**src/rtl/decode_issue_stage_if.sv**
```systemverilog
// decode_issue_stage_if: IF/ID-side inputs and ID/EX-side outputs of the decode/issue stage
interface decode_issue_stage_if #(parameter int CNT_W = 16);
  logic             id_valid;
  logic [16:0]      id_ctrl;
  logic [3:0]       id_aluop;
  logic [4:0]       id_rs, id_rt, id_rd, id_shamt;
  logic [15:0]      id_imm16;
  logic [31:0]      id_rdat1, id_rdat2, id_npc;
  logic             mem_busy, flush;
  logic             ex_valid;
  logic [16:0]      ex_ctrl;
  logic [3:0]       ex_aluop;
  logic [31:0]      ex_rdat1, ex_rdat2, ex_imm32, ex_npc;
  logic [4:0]       ex_shamt, ex_rs, ex_rt, ex_wsel;
  logic             stall_if, halt_pending;
  logic [CNT_W-1:0] bubble_cnt;
  modport master (
    output id_valid, id_ctrl, id_aluop, id_rs, id_rt, id_rd, id_shamt, id_imm16,
           id_rdat1, id_rdat2, id_npc, mem_busy, flush,
    input  ex_valid, ex_ctrl, ex_aluop, ex_rdat1, ex_rdat2, ex_imm32, ex_npc,
           ex_shamt, ex_rs, ex_rt, ex_wsel, stall_if, halt_pending, bubble_cnt
  );
  modport slave (
    input  id_valid, id_ctrl, id_aluop, id_rs, id_rt, id_rd, id_shamt, id_imm16,
           id_rdat1, id_rdat2, id_npc, mem_busy, flush,
    output ex_valid, ex_ctrl, ex_aluop, ex_rdat1, ex_rdat2, ex_imm32, ex_npc,
           ex_shamt, ex_rs, ex_rt, ex_wsel, stall_if, halt_pending, bubble_cnt
  );
endinterface

```
**src/rtl/decode_issue_stage.sv**
```systemverilog
// decode_issue_stage: ID/EX register with immediate/wsel decode, load-use bubbles, flush, sticky halt
module decode_issue_stage #(
  parameter int CNT_W    = 16,
  parameter int HALT_REG = 31
) (
  input logic CLK,
  input logic nRST,
  decode_issue_stage_if.slave bus
);
  logic [16:0] c;
  logic        uses_rt, lu, bubble, count;
  logic [4:0]  wsel;
  logic [31:0] imm32;
  always_comb begin
    c       = bus.id_ctrl;
    uses_rt = (c[14:13] == 2'b00) | c[0] | c[1] | c[5];
    wsel    = c[16:15] == 2'b00 ? bus.id_rt :
              c[16:15] == 2'b01 ? bus.id_rd :
              c[16:15] == 2'b10 ? 5'(HALT_REG) : 5'd0;
    imm32   = c[10] ? {bus.id_imm16, 16'h0} :
              c[3]  ? {{16{bus.id_imm16[15]}}, bus.id_imm16} : {16'h0, bus.id_imm16};
    lu      = bus.id_valid & bus.ex_valid & bus.ex_ctrl[4] & (bus.ex_wsel != 5'd0) &
              ((bus.ex_wsel == bus.id_rs) | (uses_rt & (bus.ex_wsel == bus.id_rt)));
    bus.stall_if = lu & ~bus.flush & ~bus.halt_pending;
    bubble  = bus.flush | bus.halt_pending | lu | ~bus.id_valid;
    // only flush and real load-use stalls are counted; idle and halt bubbles are not
    count   = bus.flush | bus.stall_if;
  end
  always_ff @(posedge CLK or negedge nRST) begin
    if (!nRST) begin
      bus.ex_valid     <= 1'b0;
      bus.ex_ctrl      <= '0;
      bus.ex_aluop     <= '0;
      bus.ex_rdat1     <= '0;
      bus.ex_rdat2     <= '0;
      bus.ex_imm32     <= '0;
      bus.ex_npc       <= '0;
      bus.ex_shamt     <= '0;
      bus.ex_rs        <= '0;
      bus.ex_rt        <= '0;
      bus.ex_wsel      <= '0;
      bus.halt_pending <= 1'b0;
      bus.bubble_cnt   <= '0;
    end else if (!bus.mem_busy) begin
      bus.ex_valid <= ~bubble;
      bus.ex_ctrl  <= bubble ? '0 : c;
      bus.ex_aluop <= bubble ? '0 : bus.id_aluop;
      bus.ex_rdat1 <= bubble ? '0 : bus.id_rdat1;
      bus.ex_rdat2 <= bubble ? '0 : bus.id_rdat2;
      bus.ex_imm32 <= bubble ? '0 : imm32;
      bus.ex_npc   <= bubble ? '0 : bus.id_npc;
      bus.ex_shamt <= bubble ? '0 : bus.id_shamt;
      bus.ex_rs    <= bubble ? '0 : bus.id_rs;
      bus.ex_rt    <= bubble ? '0 : bus.id_rt;
      bus.ex_wsel  <= bubble ? '0 : wsel;
      if (~bubble & c[11]) bus.halt_pending <= 1'b1;
      if (count & ~&bus.bubble_cnt) bus.bubble_cnt <= bus.bubble_cnt + CNT_W'(1);
    end
  end
endmodule

```
**src/flat_wrapper.sv**
```systemverilog
// flat-port wrapper written by rule: the top's interface ports become plain ports
module decode_issue_stage_flat 
#(
  parameter int CNT_W    = 16,
  parameter int HALT_REG = 31
)
  (CLK, nRST, bus_id_valid, bus_id_ctrl, bus_id_aluop, bus_id_rs, bus_id_rt, bus_id_rd, bus_id_shamt, bus_id_imm16, bus_id_rdat1, bus_id_rdat2, bus_id_npc, bus_mem_busy, bus_flush, bus_ex_valid, bus_ex_ctrl, bus_ex_aluop, bus_ex_rdat1, bus_ex_rdat2, bus_ex_imm32, bus_ex_npc, bus_ex_shamt, bus_ex_rs, bus_ex_rt, bus_ex_wsel, bus_stall_if, bus_halt_pending, bus_bubble_cnt);
  decode_issue_stage_if #(.CNT_W(CNT_W)) bus_i ();
  input logic CLK;
  input logic nRST;
  input wire logic [$bits(bus_i.id_valid)-1:0] bus_id_valid;
  input wire logic [$bits(bus_i.id_ctrl)-1:0] bus_id_ctrl;
  input wire logic [$bits(bus_i.id_aluop)-1:0] bus_id_aluop;
  input wire logic [$bits(bus_i.id_rs)-1:0] bus_id_rs;
  input wire logic [$bits(bus_i.id_rt)-1:0] bus_id_rt;
  input wire logic [$bits(bus_i.id_rd)-1:0] bus_id_rd;
  input wire logic [$bits(bus_i.id_shamt)-1:0] bus_id_shamt;
  input wire logic [$bits(bus_i.id_imm16)-1:0] bus_id_imm16;
  input wire logic [$bits(bus_i.id_rdat1)-1:0] bus_id_rdat1;
  input wire logic [$bits(bus_i.id_rdat2)-1:0] bus_id_rdat2;
  input wire logic [$bits(bus_i.id_npc)-1:0] bus_id_npc;
  input wire logic [$bits(bus_i.mem_busy)-1:0] bus_mem_busy;
  input wire logic [$bits(bus_i.flush)-1:0] bus_flush;
  output wire logic [$bits(bus_i.ex_valid)-1:0] bus_ex_valid;
  output wire logic [$bits(bus_i.ex_ctrl)-1:0] bus_ex_ctrl;
  output wire logic [$bits(bus_i.ex_aluop)-1:0] bus_ex_aluop;
  output wire logic [$bits(bus_i.ex_rdat1)-1:0] bus_ex_rdat1;
  output wire logic [$bits(bus_i.ex_rdat2)-1:0] bus_ex_rdat2;
  output wire logic [$bits(bus_i.ex_imm32)-1:0] bus_ex_imm32;
  output wire logic [$bits(bus_i.ex_npc)-1:0] bus_ex_npc;
  output wire logic [$bits(bus_i.ex_shamt)-1:0] bus_ex_shamt;
  output wire logic [$bits(bus_i.ex_rs)-1:0] bus_ex_rs;
  output wire logic [$bits(bus_i.ex_rt)-1:0] bus_ex_rt;
  output wire logic [$bits(bus_i.ex_wsel)-1:0] bus_ex_wsel;
  output wire logic [$bits(bus_i.stall_if)-1:0] bus_stall_if;
  output wire logic [$bits(bus_i.halt_pending)-1:0] bus_halt_pending;
  output wire logic [$bits(bus_i.bubble_cnt)-1:0] bus_bubble_cnt;
  assign bus_i.id_valid = bus_id_valid;
  assign bus_i.id_ctrl = bus_id_ctrl;
  assign bus_i.id_aluop = bus_id_aluop;
  assign bus_i.id_rs = bus_id_rs;
  assign bus_i.id_rt = bus_id_rt;
  assign bus_i.id_rd = bus_id_rd;
  assign bus_i.id_shamt = bus_id_shamt;
  assign bus_i.id_imm16 = bus_id_imm16;
  assign bus_i.id_rdat1 = bus_id_rdat1;
  assign bus_i.id_rdat2 = bus_id_rdat2;
  assign bus_i.id_npc = bus_id_npc;
  assign bus_i.mem_busy = bus_mem_busy;
  assign bus_i.flush = bus_flush;
  assign bus_ex_valid = bus_i.ex_valid;
  assign bus_ex_ctrl = bus_i.ex_ctrl;
  assign bus_ex_aluop = bus_i.ex_aluop;
  assign bus_ex_rdat1 = bus_i.ex_rdat1;
  assign bus_ex_rdat2 = bus_i.ex_rdat2;
  assign bus_ex_imm32 = bus_i.ex_imm32;
  assign bus_ex_npc = bus_i.ex_npc;
  assign bus_ex_shamt = bus_i.ex_shamt;
  assign bus_ex_rs = bus_i.ex_rs;
  assign bus_ex_rt = bus_i.ex_rt;
  assign bus_ex_wsel = bus_i.ex_wsel;
  assign bus_stall_if = bus_i.stall_if;
  assign bus_halt_pending = bus_i.halt_pending;
  assign bus_bubble_cnt = bus_i.bubble_cnt;
  decode_issue_stage #(.CNT_W(CNT_W), .HALT_REG(HALT_REG)) u_core (.CLK(CLK), .nRST(nRST), .bus(bus_i));
endmodule
```
**config.mk**
```make
export PLATFORM = sky130hd
export DESIGN_NAME = decode_issue_stage_flat
export DESIGN_NICKNAME = d
export VERILOG_FILES = /design/src/rtl/decode_issue_stage_if.sv /design/src/rtl/decode_issue_stage.sv /design/src/flat_wrapper.sv
export SDC_FILE = /design/constraint.sdc
export NUM_CORES = 1
export LEC_CHECK = 0
export CORE_MARGIN = 2
export CORE_UTILIZATION = 37
export CTS_BUF_LIST = sky130_fd_sc_hd__clkbuf_4 sky130_fd_sc_hd__clkbuf_8 sky130_fd_sc_hd__clkbuf_16
export DETAILED_ROUTE_END_ITERATION = 10
export PLACE_DENSITY = 0.76
export SYNTH_ARGS = -nofsm -noshare
export SYNTH_HDL_FRONTEND = slang
export SYNTH_SLANG_ARGS = --single-unit
```
**constraint.sdc**
```tcl
create_clock -name CLK -period 1.75 [get_ports CLK]
set_input_delay 0.35 -clock CLK [delete_from_list [all_inputs] [get_ports CLK]]
set_output_delay 0.35 -clock CLK [all_outputs]
set_load 0.03 [all_outputs]
```
==> git commit body <==
Record implementation results from latest flow run

- Setup repair after global routing could not meet its margin everywhere.
- After synthesis, the chip area reported by Yosys is 0.00711 sq mm.
- Entering global routing, the biggest net connects 90 pins.
* Diode insertion count for antenna repair: 0
- Cell-by-cell listing of the critical path: xor2_1 > a211oi_2 > a22oi_2 > buf_4 > buf_6 > buf_4 > o21a_4 > buf_12 > buf_16 > a22o_1
* Post-layout total power: 0.0112 W
- Post-layout nets: 1095
- Crit. Startpoint: u_core.bus.ex_wsel[0]$_DFFE_PN0N_
- The type recorded for the worst min-delay path is input pin to asynchronous set/reset pin.
- Required time at the endpoint of the critical path: 2.05 ns
- After clock tree synthesis, the clock-pin slew on the worst setup and hold paths is 0.08 ns.
- Post-CTS repair ended up resizing 59 cells.
- The floorplan step records an initial core utilization of 37.9%.
- The final max-slew violation count recorded for this run is 0.
* Actual transition at the worst max-transition pin: 1.09 ns
- For the worst reg-to-reg path, the startpoint reported by OpenROAD is u_core.bus.ex_wsel[0]$_DFFE_PN0N_.
- Counting I/O delays and the setup requirement, the final critical path takes 2.28 ns.
- On the final layout, the worst hold slack is 0.456 ns.
- Vias after detailed routing: 6091
- Final RePlAce weighted congestion: 0.796
- Clk_lat worst skew: 0.42 ns
- Cell type with the largest total area: dfrtp_1
- Critical path's most frequent cell: buf_4
- Cycle use final: 130%
- # clock sinks: 187
- The count of nets left with antenna violations once routing finished came out at 0.
- The iteration count recorded for the first detailed-route pass is 5.
- In this run the tool buffered the top-level ports with 345 buffer cells.
- The via count of the first global-routing pass came to 6174.
- Die ar.: 0.0203 sq mm
* Max Clock Skew: 0.00898 ns
* Critical path's top delay family: AND-OR/OR-AND gates
- The first global-routing pass estimated 35200 um of wire.
- The number of different library cells used by synthesis comes to 35.
- The report lists the power per cell area as 883 mW/mm^2.
- Setup slack of the critical path after layout: -0.531 ns
- The H-tree was split into 4 levels.
* Mean routed wirelength per cell: 20.6 um
- The layout summary lists the proportion of cells stronger than drive strength 1 as 16.3%.
- The run reported a max-capacitance violation count of 0.
* Number of flops mapped to enable cells by yosys: 0
* Violated checks: negative setup slack
* Number of buffers on the longest clock path: 2
* Antenna violations before repair: 0
- Biggest area contributors in the synthesized netlist: dfrtp_1 (66%), a22o_1 (18%), nand2_1 (1.7%), xnor2_1 (1.7%), o21ai_0 (1.5%)
- Top cell type by instance count after synthesis: dfrtp_1
- The data arrival time reported for the critical path is 2.58 ns.
- Async SR Flop Fraction: 100%
- I/O pins: 346
* Via/cell ratio: 5.15
- The worst-case IR drop observed on VDD is 0.862 mV.
* Total Routed Length: 24400 um
* Commonest flop: dfrtp_1
- STA classifies the critical path startpoint as a register.
- Clk root buf: clkbuf_16
- The synthesized netlist was found by Yosys to have 528 cells.
- Worst slew margin relative to its limit: 27.3%
- The timing report gives the worst reg2reg path a setup slack of -0.53 ns.
- Sum of buffers and inverters on the critical path: 5
* CTS tree: yes
* Highest achievable clock rate: 438 MHz
- The synthesis report lists the Yosys warning total as 0.
- Standby leakage power: 8.28 nW
- Sort of element at the end of the critical path: register
- Drt initial violations: 293
- Leading cell types by count after synthesis: dfrtp_1 (187), a22o_1 (148), nand2_1 (33)
- Number of filler cells placed in the layout: 1356
- Aggregate negative setup slack: -72.31 ns
- Summing the sequential cell areas from Yosys gives 65.8% of the chip area.
- Top area contributor share: 65.8%
- The die is 143 um tall.
- Area of the mapped netlist: 0.00711 sq mm
- In the synthesized netlist, the number of instances is 528.
- Synthesis produced a netlist with a net count of 687.
- Dividing the synthesized area by the synthesized cell count gives 13.5 sq um.
- The number of hold buffers added after CTS was 1.
- DRC violation count after routing: 0
- Total global routing overflow: 0
- For this run, the final setup violation count is recorded as 188.
- Slowest cell delay on critical path: 0.44 ns
* Detailed-placement wirelength estimate: 15900 um
- Cell count after placement: 1128
- Number of synthesized register bits: 187
- The stage logs contain a warning count of 29.
- Run status: finished with violations
- Per the OpenROAD floorplan log, the width of the die is 143 um.
sequential cells by signal (all words and copies together), names as in the netlist, 16 cells and up:
| name | cells |
|---|---|
| u_core.bus.ex_imm32 | 32 |
| u_core.bus.bubble_cnt | 16 |
| u_core.bus.ex_rdat1 | 32 |
| u_core.bus.ex_ctrl | 17 |
| u_core.bus.ex_rdat2 | 32 |
| u_core.bus.ex_npc | 32 |
logic make-up (layout without fill, tap and decap cells):
| kind of cell | count (synthesis) | in the layout | synth area share (%) |
|---|---|---|---|
| buf+inv | 50 | 470 | 3.05 |
| fa+ha+maj | 1 | 1 | 0.176 |
| xor+xnor | 25 | 25 | 3.08 |
| simple gates | 66 | 66 | 4.89 |
| mux | 1 | 1 | 0.158 |
| flops | 187 | 187 | 65.8 |
| compound gates | 198 | 199 | 22.8 |
area by class of cell:
type / count / area (sq um) / area share (%)
Timing Repair Buffer: 431 / 4750 / 37.5
Clock buffer: 18 / 439 / 3.46
Multi-Input combinational cell: 292 / 2300 / 18.2
Inverter: 7 / 26.3 / 0.207
Clock inverter: 14 / 174 / 1.37
Sequential cell: 187 / 4690 / 37.0
Tap cell: 234 / 293 / 2.31
worst max-delay path by stage:
stage          slack [ns]                               endpoint  cells past startpoint
4_1_cts             -0.53                           bus_stall_if                      6
5_1_grt             -0.60                           bus_stall_if                      6
3_3_place_gp        -0.83     u_core.bus.ex_imm32[5]$_DFFE_PN0N_                      7
3_5_place_dp        -0.81     u_core.bus.ex_imm32[2]$_DFFE_PN0N_                      7
2_1_floorplan       -0.23  u_core.bus.bubble_cnt[14]$_DFFE_PN0P_                      7
6_report            -0.53     u_core.bus.ex_rdat2[7]$_DFFE_PN0N_                     10
per-stage QoR:
step	instance area, sq um	setup WS [ns]	util [%]
after floorplan	7240	-0.226	-
after global placement	11300	-0.828	60.3
after detailed placement	11300	-0.813	60.3
after CTS	12200	-0.529	64.8
after global routing	12700	-0.602	67.5
final	12700	-0.531	67.5
layout by cell type (no fill, tap or decap), types with 2 or more instances in the layout:
master             n
nand2_1           33
nor2_1             3
o311ai_1           2
inv_8              5
dlymetal6s2s_1   145
dlygate4sd2_1     40
xor2_1            11
xnor2_1           14
clkbuf_16         18
dfrtp_2           11
nor3_2             2
a21oi_1           15
buf_12            14
nor3_1             2
o21ai_0           22
inv_6              2
buf_6             13
nand4_1            9
and4_1             2
buf_16             5
clkdlybuf4s50_1  155
dfrtp_1          176
o21a_4             2
clkinv_8           3
a22o_1           148
buf_4             55
o311ai_2           4
and3_1             4
inv_1              7
nand3_2            6
where the power goes:
group          total (W)  switching (W)  internal [W]
Sequential       0.00475       0.000157       0.00459
Clock            0.00398        0.00188       0.00210
Combinational    0.00246        0.00130       0.00117
Total             0.0112        0.00333       0.00786
layer usage:
layer | track usage (%) | up-vias | share of wire (%) | routed length, um
li1 | - | 2808 | - | -
met4 | 6.36 | 0 | 2.2 | 544
met1 | 28.4 | 3013 | 42 | 10200
met2 | 38.4 | 233 | 50 | 12200
met3 | 5.62 | 37 | 6.0 | 1470
met5 | 0 | - | 0 | 0
cell_classes.png
The bar under the picture is 50 um long.
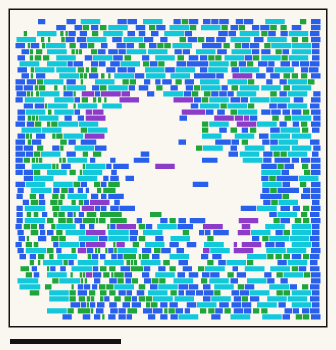
legend:
  flip-flops:
    color: cyan
    cells: 187
  all other logic:
    color: green
    cells: 299
  other buffers and delay cells:
    color: blue
    cells: 431
  clock drivers and dummy loads:
    color: purple
    cells: 32
area of the core: 0.0188 sq mm
post-route standard cell area excluding fillers: 0.0127 sq mm
final cell utilization of the core: 67.5%
number of rows in the core area: 50
share of the final layout cell area in sequential cells: 37.0%

registers.png
The bar under the picture is 50 um long.
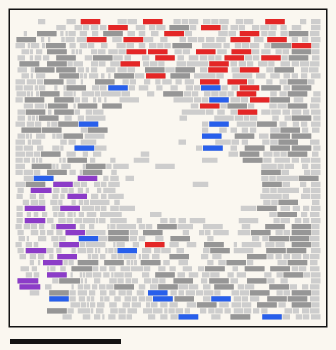
legend:
  `u_core.bus.ex_ctrl`:
    color: blue
    sequential_cells: 17
  `u_core.bus.ex_rdat2`:
    color: red
    sequential_cells: 32
  `u_core.bus.bubble_cnt`:
    color: purple
    sequential_cells: 16
power consumed by sequential cells: 0.00475 W
sequential standard cell area: 0.00469 sq mm

drive_strength.png
The bar under the picture is 50 um long.
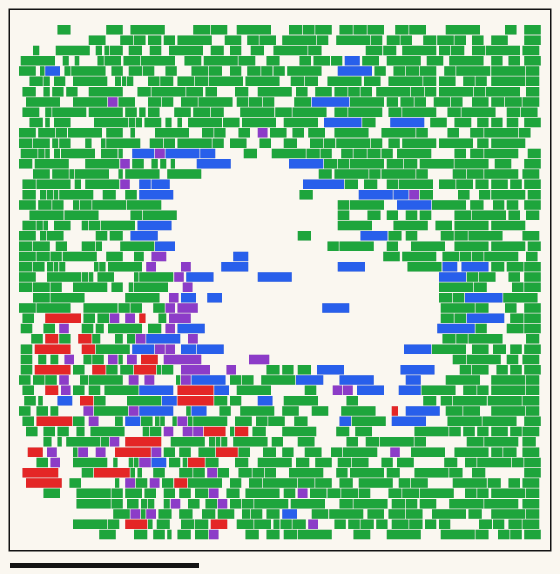
legend:
  drive 2:
    color: red
    cells: 29
  drive 6 and up:
    color: blue
    cells: 63
  drive 1 or less:
    color: green
    cells: 794
  drive 3 to 4:
    color: purple
    cells: 63

final_congestion.png
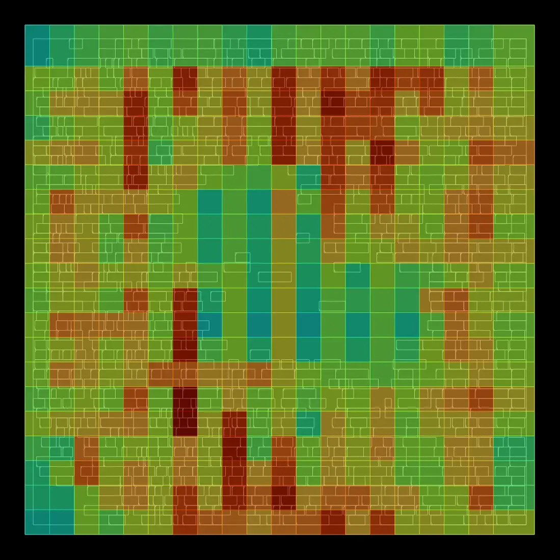
global-route met3 utilization: 5.62%
aggregate global-route resource usage: 22.5%
met1 Resource Use GR: 28.4%

gate_families.png
The bar under the picture is 50 um long.
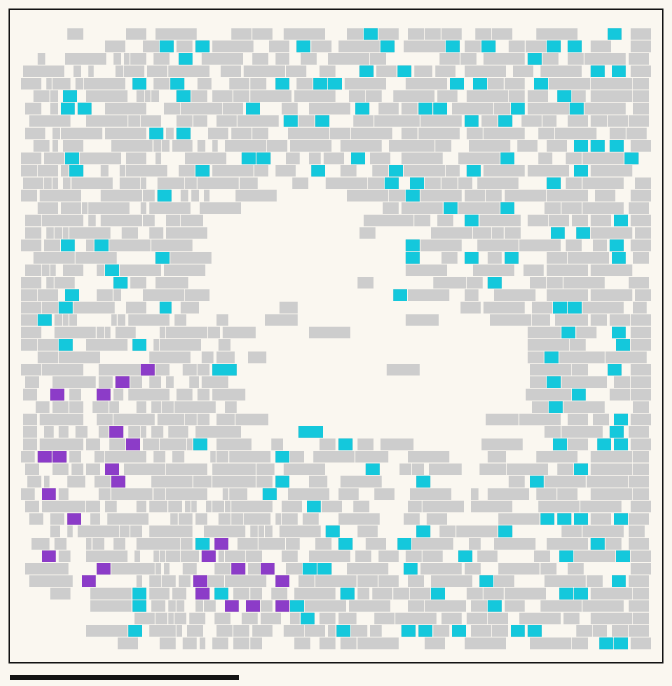
legend:
  XOR/XNOR gates:
    color: purple
    cells: 25
    where: bottom left
  AND-OR and OR-AND gates:
    color: cyan
    cells: 151
    where: widely spread
multi-input combinational area share: 18.2%
non-filler cells in the finished layout: 1183
most frequent logic cell in the layout: dfrtp_1

Power is estimated from default activity; no workload was simulated.
